--- config.mk ---
export PLATFORM = sky130hd
export DESIGN_NAME = qos_wrr_arbiter
export DESIGN_NICKNAME = d
export VERILOG_FILES = /design/src/rtl/qos_wrr_arbiter.sv
export SDC_FILE = /design/constraint.sdc
export NUM_CORES = 1
export LEC_CHECK = 0
export CORE_MARGIN = 4
export CORE_UTILIZATION = 46
export DETAILED_ROUTE_END_ITERATION = 10
export PLACE_DENSITY = 0.77
export SYNTH_ARGS = -nofsm -noshare
export SYNTH_HDL_FRONTEND = slang
export SYNTH_SLANG_ARGS = --single-unit
--- constraint.sdc ---
create_clock -name clk -period 3.54 [get_ports clk]
set_input_delay 0.708 -clock clk [delete_from_list [all_inputs] [get_ports clk]]
set_output_delay 0.708 -clock clk [all_outputs]
set_load 0.01 [all_outputs]
--- src/rtl/qos_wrr_arbiter.sv ---
// Weighted round-robin drain of four per-class FIFOs onto one downstream link.
// Pop strobes are combinational; the granted word, its class and valid are registered.
module qos_wrr_arbiter #(
  parameter int DATA_WIDTH   = 12,
  parameter int WEIGHT_WIDTH = 4
) (
  input  logic                    clk,
  input  logic                    reset,
  input  logic                    init,
  input  logic [WEIGHT_WIDTH-1:0] weight0,
  input  logic [WEIGHT_WIDTH-1:0] weight1,
  input  logic [WEIGHT_WIDTH-1:0] weight2,
  input  logic [WEIGHT_WIDTH-1:0] weight3,
  input  logic [3:0]              fifo_empty,
  input  logic [DATA_WIDTH-1:0]   fifo_dataout0,
  input  logic [DATA_WIDTH-1:0]   fifo_dataout1,
  input  logic [DATA_WIDTH-1:0]   fifo_dataout2,
  input  logic [DATA_WIDTH-1:0]   fifo_dataout3,
  input  logic                    down_almost_full,
  output logic [3:0]              pop,
  output logic [DATA_WIDTH-1:0]   data_out,
  output logic                    valid_out,
  output logic [1:0]              grant_idx,
  output logic                    idle_out,
  output logic                    active_out
);

  typedef enum logic [1:0] {S_RESET, S_INIT, S_IDLE, S_ACTIVE} state_t;

  state_t                  r_state;
  state_t                  w_state_next;
  logic [WEIGHT_WIDTH-1:0] r_weight [4];
  logic [WEIGHT_WIDTH-1:0] r_credit [4];
  logic [1:0]              r_cur;

  logic [WEIGHT_WIDTH-1:0] w_weight_in [4];
  logic [DATA_WIDTH-1:0]   w_head [4];
  logic [3:0]              w_elig;
  logic                    w_found;
  logic [1:0]              w_sel;
  logic [WEIGHT_WIDTH-1:0] w_eff;
  logic [WEIGHT_WIDTH-1:0] w_credit_new;
  logic                    w_pop_go;

  assign w_weight_in[0] = weight0;
  assign w_weight_in[1] = weight1;
  assign w_weight_in[2] = weight2;
  assign w_weight_in[3] = weight3;
  assign w_head[0]      = fifo_dataout0;
  assign w_head[1]      = fifo_dataout1;
  assign w_head[2]      = fifo_dataout2;
  assign w_head[3]      = fifo_dataout3;

  generate
    for (genvar gi = 0; gi < 4; gi++) begin : g_elig
      assign w_elig[gi] = !fifo_empty[gi] && (r_weight[gi] != '0);
    end
  endgenerate

  // An eligible current class keeps the grant, reloading from its weight once
  // its credit is spent; otherwise the next eligible class starts a fresh burst.
  always_comb begin
    w_found = 1'b0;
    w_sel   = r_cur;
    w_eff   = r_weight[r_cur];
    if (w_elig[r_cur]) begin
      w_found = 1'b1;
      w_eff   = (r_credit[r_cur] != '0) ? r_credit[r_cur] : r_weight[r_cur];
    end else begin
      for (int k = 1; k < 4; k++) begin
        if (!w_found && w_elig[r_cur + 2'(k)]) begin
          w_found = 1'b1;
          w_sel   = r_cur + 2'(k);
          w_eff   = r_weight[r_cur + 2'(k)];
        end
      end
    end
  end

  assign w_pop_go     = (r_state == S_ACTIVE) && w_found && !down_almost_full && reset && !init;
  assign w_credit_new = w_eff - WEIGHT_WIDTH'(1);
  assign pop          = w_pop_go ? (4'b0001 << w_sel) : 4'b0000;
  assign idle_out     = (r_state == S_IDLE);
  assign active_out   = (r_state == S_ACTIVE);

  always_comb begin
    w_state_next = r_state;
    case (r_state)
      S_RESET:  w_state_next = init ? S_INIT : S_IDLE;
      S_INIT:   if (!init) w_state_next = S_IDLE;
      S_IDLE:   if (|w_elig) w_state_next = S_ACTIVE;
      S_ACTIVE: if (!(|w_elig)) w_state_next = S_IDLE;
      default:  w_state_next = S_RESET;
    endcase
    if (init) w_state_next = S_INIT;
  end

  always_ff @(posedge clk) begin
    if (!reset) begin
      r_state   <= S_RESET;
      r_cur     <= 2'd0;
      data_out  <= '0;
      valid_out <= 1'b0;
      grant_idx <= 2'd0;
      for (int i = 0; i < 4; i++) begin
        r_weight[i] <= WEIGHT_WIDTH'(1);
        r_credit[i] <= '0;
      end
    end else begin
      r_state   <= w_state_next;
      valid_out <= w_pop_go;
      if (r_state == S_INIT) begin
        r_cur <= 2'd0;
        for (int i = 0; i < 4; i++) begin
          r_weight[i] <= w_weight_in[i];
          r_credit[i] <= '0;
        end
      end else begin
        // A class that runs dry gives up whatever burst credit it had left.
        for (int i = 0; i < 4; i++) begin
          if (!w_elig[i]) r_credit[i] <= '0;
        end
        if (w_pop_go) begin
          r_credit[w_sel] <= w_credit_new;
          data_out        <= w_head[w_sel];
          grant_idx       <= w_sel;
          r_cur           <= (w_credit_new == '0) ? w_sel + 2'd1 : w_sel;
        end
      end
    end
  end

endmodule

Figure 1. The metal 3 layer (run 1).
(4 px per um) Cells faint in the background.
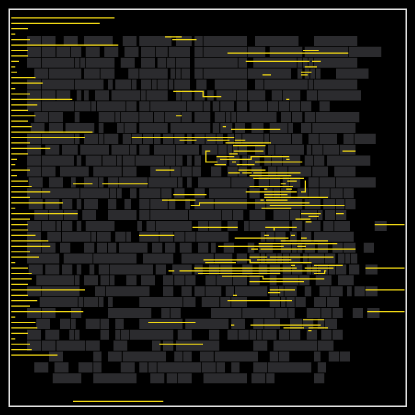
wire length on this layer: 1290 um
share of all routed wire: 9.9%
GR met3 Demand/Resource: 5.732%
total vias in the final route: 3998
Routed WL: 13070 um

Figure 2. Clock nets (run 1).
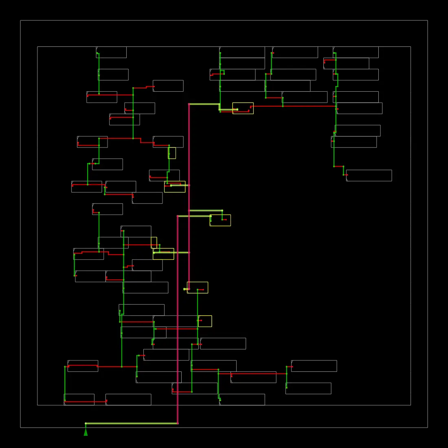
# clk buffers: 5
Clock Sinks: 53

Figure 3. Placed cells, one color a class (run 1).
(3 px per um)
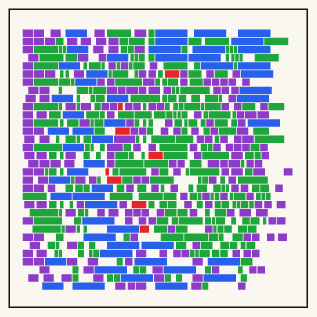
| color | class | cells | share of their area |
|---|---|---|---|
| red | clock drivers and dummy loads | 8 | 1.4% |
| blue | registers | 53 | 23% |
| purple | remaining buffers and delay cells | 227 | 33% |
| green | remaining logic cells | 280 | 42% |
row cnt: 32
Seq area share: 22.61%
design area: 0.006110 mm^2
Core Area: 0.007888 mm^2

==> job_summary.md, run 1 <==
## PnR job results

| Metric | Value |
|---|---|
| Mapped Cells | `351` |
| Seq pwr share | `44.0%` |
| Final worst slack | `-275.5 ps` |
| H-tree levels | `2` |
| GR peak layer | `met2` |
| Most frequent logic cell in the layout | `buf_4` |
| DRC violations left | `0` |
| Setup violators final | `12` |
| Wire length of the first global-routing pass | `20210 um` |
| GRT Total Usage | `25.87%` |
| Worst-Margin Slew | `621.0 ps` |
| Hold-fix buffers, CTS | `0` |
| Syn-to-layout area delta | `60.89%` |
| Max layer used | `met4` |
| Post-detailed-route count of antenna-violating nets | `0` |
| Comb group | `0.550 mW` |
| Crit path max-delay family | `buffers and inverters` |
| Logic area | `0.002452 mm^2` |
| P_seq | `0.697 mW` |
| WS Path Type | `in -> reg` |
| Slew headroom | `58.51%` |
| Buffers and inverters on the worst path | `10` |
| Logic gate share of total power | `34.7%` |
| Die H | `98.86 um` |
| Sequential element share of the synthesized area | `36.38%` |
| Share of cells above drive strength 1 | `41.55%` |
| Placed cell area | `0.005509 mm^2` |
| Crit-path most repeated cell | `buf_6` |
| M1 WL | `4910 um` |
| Met2 Track Usage GR | `44.42%` |
| Top cells by count, synth | `nand2_1 (45), edfxtp_1 (32), nor2_1 (23)` |
| Routed wl met2 | `6452 um` |
| CTS clk-pin slew, worst paths | `100 ps` |
| Area contributors post-synth | `edfxtp_1 (25%), mux4_2 (11%), dfxtp_1 (11%)` |
| Most common cell in the netlist | `nand2_1` |
| Final core occ | `77.46%` |
| Clk ins delay skew pair | `310 ps` |
| Final Hold Viols | `0` |
| Clock share of power | `21.3%` |
| Number of flops mapped to enable cells by yosys | `32` |
| Distinct cells, synth | `73` |
| Slowest stage cell, crit path | `mux4_4` |
| Clk pwr | `0.338 mW` |
| Outcome | `finished with violations` |
| Failing checks | `setup timing` |
| XOR Share, Synth | `0.9555%` |
| M1 GR Usage | `32.00%` |
| Reg area | `0.001381 mm^2` |
| Largest net degree at the start of global routing | `19` |
| Crit share post-route | `107.8%` |
| Switching part of the total power | `28.59%` |
| Crit path max fanout | `5` |
| MUX area fraction | `17.69%` |
| Post-Synth Adder-Cell Area | `1.977%` |
| Longest Clk Path Bufs | `2` |
| Nets | `645` |
| Num CTS Buffers | `5` |
| Dominant flop cell | `edfxtp_1` |
| Critical Path AT | `4050 ps` |
| Chip Width | `98.86 um` |
| Ports | `93` |
| IR drop worst, VDD | `0.0001454 V` |
| Post-Synth AOI/OAI Area | `17.99%` |
| Syn_area_per_cell | `10.82 um^2` |
| Root Buffer Master | `clkbuf_8` |
| Tmin final | `3815 ps` |
| Log Warnings | `33` |
| Yosys chip area | `0.003797 mm^2` |
| Ys async rst share | `0%` |
| Post-synthesis sequential element count | `53` |
| Most numerous logic cells after layout | `buf_4 (122), clkdlybuf4s50_1 (84), nand2_1 (38)` |
| Port bufs | `92` |
| Antenna Cells | `0` |
| Final Instance Count excl. Fillers | `670` |
| Syn_nets | `429` |
| Max Slew Vio Count | `0` |
| Hold slack | `470.7 ps` |
| And+or+nand+nor area frac | `20.07%` |
| RSZ-0062 raised after global routing | `true` |
| Critical Path Source Type | `input port` |
| Vias in the first global route | `4149` |
| Vias/cell | `5.967` |
-- run 1: path summary, 6_finish.rpt --
kind	startpoint	endpoint	slack, ps	depth (start not counted)
worst max-delay path	fifo_empty[0]	flip-flop	-280	18
worst min register to register	data_out[7]	data_out[7]	470	2
worst min-delay path	data_out[7]	data_out[7]	470	2
worst max register to register	r_weight[2][1]	flip-flop	-270	18
-- run 1: cell type report --
cell class	count	area share, %
Clock buffer	5	1.126
Sequential cell	53	22.61
Inverter	17	1.085
Tap cell	102	2.089
Timing Repair Buffer	227	32.66
Multi-Input combinational cell	263	40.14
Clock inverter	3	0.2867
-- run 1: flip-flops by register name, summed over array words and instances (netlist names), named ones only --
name and cells:
data_out 12, r_credit 16, grant_idx 2, r_state 2
r_cur 2, valid_out 1, r_weight 16
==> run 2: changes to the inputs <==
--- a/config.mk
+++ b/config.mk
@@ -6,9 +6,10 @@
 export NUM_CORES = 1
 export LEC_CHECK = 0
 export CORE_MARGIN = 4
-export CORE_UTILIZATION = 46
+export CORE_UTILIZATION = 54
 export DETAILED_ROUTE_END_ITERATION = 10
-export PLACE_DENSITY = 0.77
+export GPL_TIMING_DRIVEN = 0
+export PLACE_DENSITY = 0.85
 export SYNTH_ARGS = -nofsm -noshare
 export SYNTH_HDL_FRONTEND = slang
 export SYNTH_SLANG_ARGS = --single-unit
==> constraint.sdc (replaced) <==
create_clock -name clk -period 4.8 [get_ports clk]
set_input_delay 0.96 -clock clk [delete_from_list [all_inputs] [get_ports clk]]
set_output_delay 0.96 -clock clk [all_outputs]
set_load 0.01 [all_outputs]
==> run 2 against run 1 <==
The run now ends clean. Global-route usage up 0.19 points. Final cell count down 18%. Critical path depth down 6. Die size down 14%. Area after synthesis unchanged. Utilization down 3.3 points. Flip-flop count unchanged. Clock-buffer cell count up 1. Non-clock buffer count down 112. Via count down 12%.
==> job_summary.md, run 2 <==
## PnR job results

| Metric | Value |
|---|---|
| Wire length of the first global-routing pass | `17440 um` |
| Seq area share | `27.27%` |
| Post-detailed-route count of antenna-violating nets | `0` |
| Root Buffer Master | `clkbuf_8` |
| Most numerous logic cells after layout | `clkdlybuf4s50_1 (88), nand2_1 (43), edfxtp_1 (32)` |
| Largest net degree at the start of global routing | `18` |
| Worst setup path end | `pop[3]` |
| Depth of the worst hold-timing path | `2` |
| Dominant flop cell | `edfxtp_1` |
| Row cnt | `30` |
| Distinct cells, synth | `73` |
| M1 GR Usage | `31.64%` |
| Routed WL | `10990 um` |
| Final Instance Count excl. Fillers | `552` |
| Vias in the first global route | `3561` |
| Syn_nets | `429` |
| Mapped Cells | `351` |
| Post-Synth AOI/OAI Area | `17.99%` |
| Sequential element share of the synthesized area | `36.38%` |
| Design area | `0.005066 mm^2` |
| Outcome | `completed` |
| Buffering overhead | `21.51%` |
| Logic area | `0.002278 mm^2` |
| Worst reg-to-reg path cell count | `15` |
| Chip Width | `91.86 um` |
| Setup violators final | `0` |
| Longest Clk Path Bufs | `2` |
| Antenna Cells | `0` |
| CTS clk-pin slew, worst paths | `100 ps` |
| Worst Hold Launch | `data_out[4]` |
| GRT Total Usage | `26.07%` |
| DRC violations left | `0` |
| Syn_area_per_cell | `10.82 um^2` |
| Syn-to-layout area delta | `33.41%` |
| Top cells by count, synth | `nand2_1 (45), edfxtp_1 (32), nor2_1 (23)` |
| Met2 Track Usage GR | `44.22%` |
| Crit. Startpoint | `fifo_empty[1]` |
| Max Slew Vio Count | `0` |
| Reg area | `0.001381 mm^2` |
| Clock-cell share of area | `2.618%` |
| Leading cell kind | `multi-input combinational cells` |
| Clock Sinks | `53` |
| Vias/cell | `6.350` |
| Critical Path Source Type | `input port` |
| Well-tap cell count | `96` |
| Routed wl met2 | `5296 um` |
| M1 WL | `4153 um` |
| Non-clk invs | `17` |
| Area contributors post-synth | `edfxtp_1 (25%), mux4_2 (11%), dfxtp_1 (11%)` |
| IR drop worst, VDD | `0.0001996 V` |
| Port bufs | `92` |
| Die H | `91.86 um` |
| Hold slack | `469.9 ps` |
run 2: metrics by stage:
stage                     util [%]  worst slack [ps]
final                        74.16             109.6
after floorplan                  -             782.7
after global placement       70.82            -398.4
after detailed placement     70.82            -446.8
after CTS                    73.21             6.688
after global routing         74.16            -1.375
run 2: power by group:
group          switching, mW  total (mW)  internal, mW
clock network          0.156       0.346         0.189
registers             0.0200       0.521         0.501
logic                  0.124       0.265         0.141
run 2: worst max-delay path: stages:
cell	delay [ps]
clkdlybuf4s50_1	440
or2_4	300
a221o_2	390
and2_4	180
o21ai_4	210
xnor2_4	110
buf_12	140
inv_1	90
ha_1	170
nand2_2	100
inv_1	90
clkdlybuf4s50_1	550
Figure 4. Port wiring (run 2).
(4 px per um)
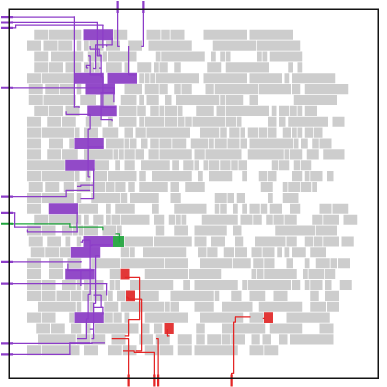
| color | port | bits | direction | edge | end cells | wire |
|---|---|---|---|---|---|---|
| red | weight3 | 4 | input | south | 4 | 100 um |
| purple | data_out | 12 | output | 10 west, 2 north | 12 | 477 um |
| green | down_almost_full | 1 | input | west | 1 | 27.3 um |

Figure 5. Clock nets (run 2).
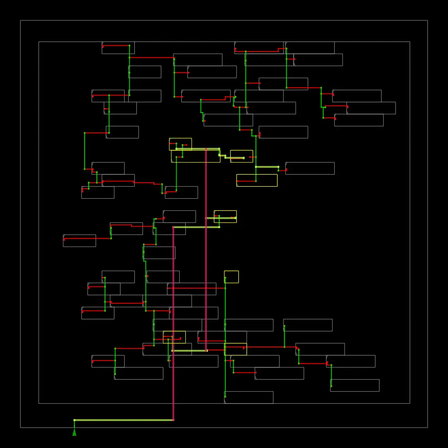
clk ins delay skew pair: 320 ps
FFs & Latches: 53
Num CTS Buffers: 5
skew final: 11.27 ps
# clk buffers: 6

Power is estimated from default activity; no workload was simulated.
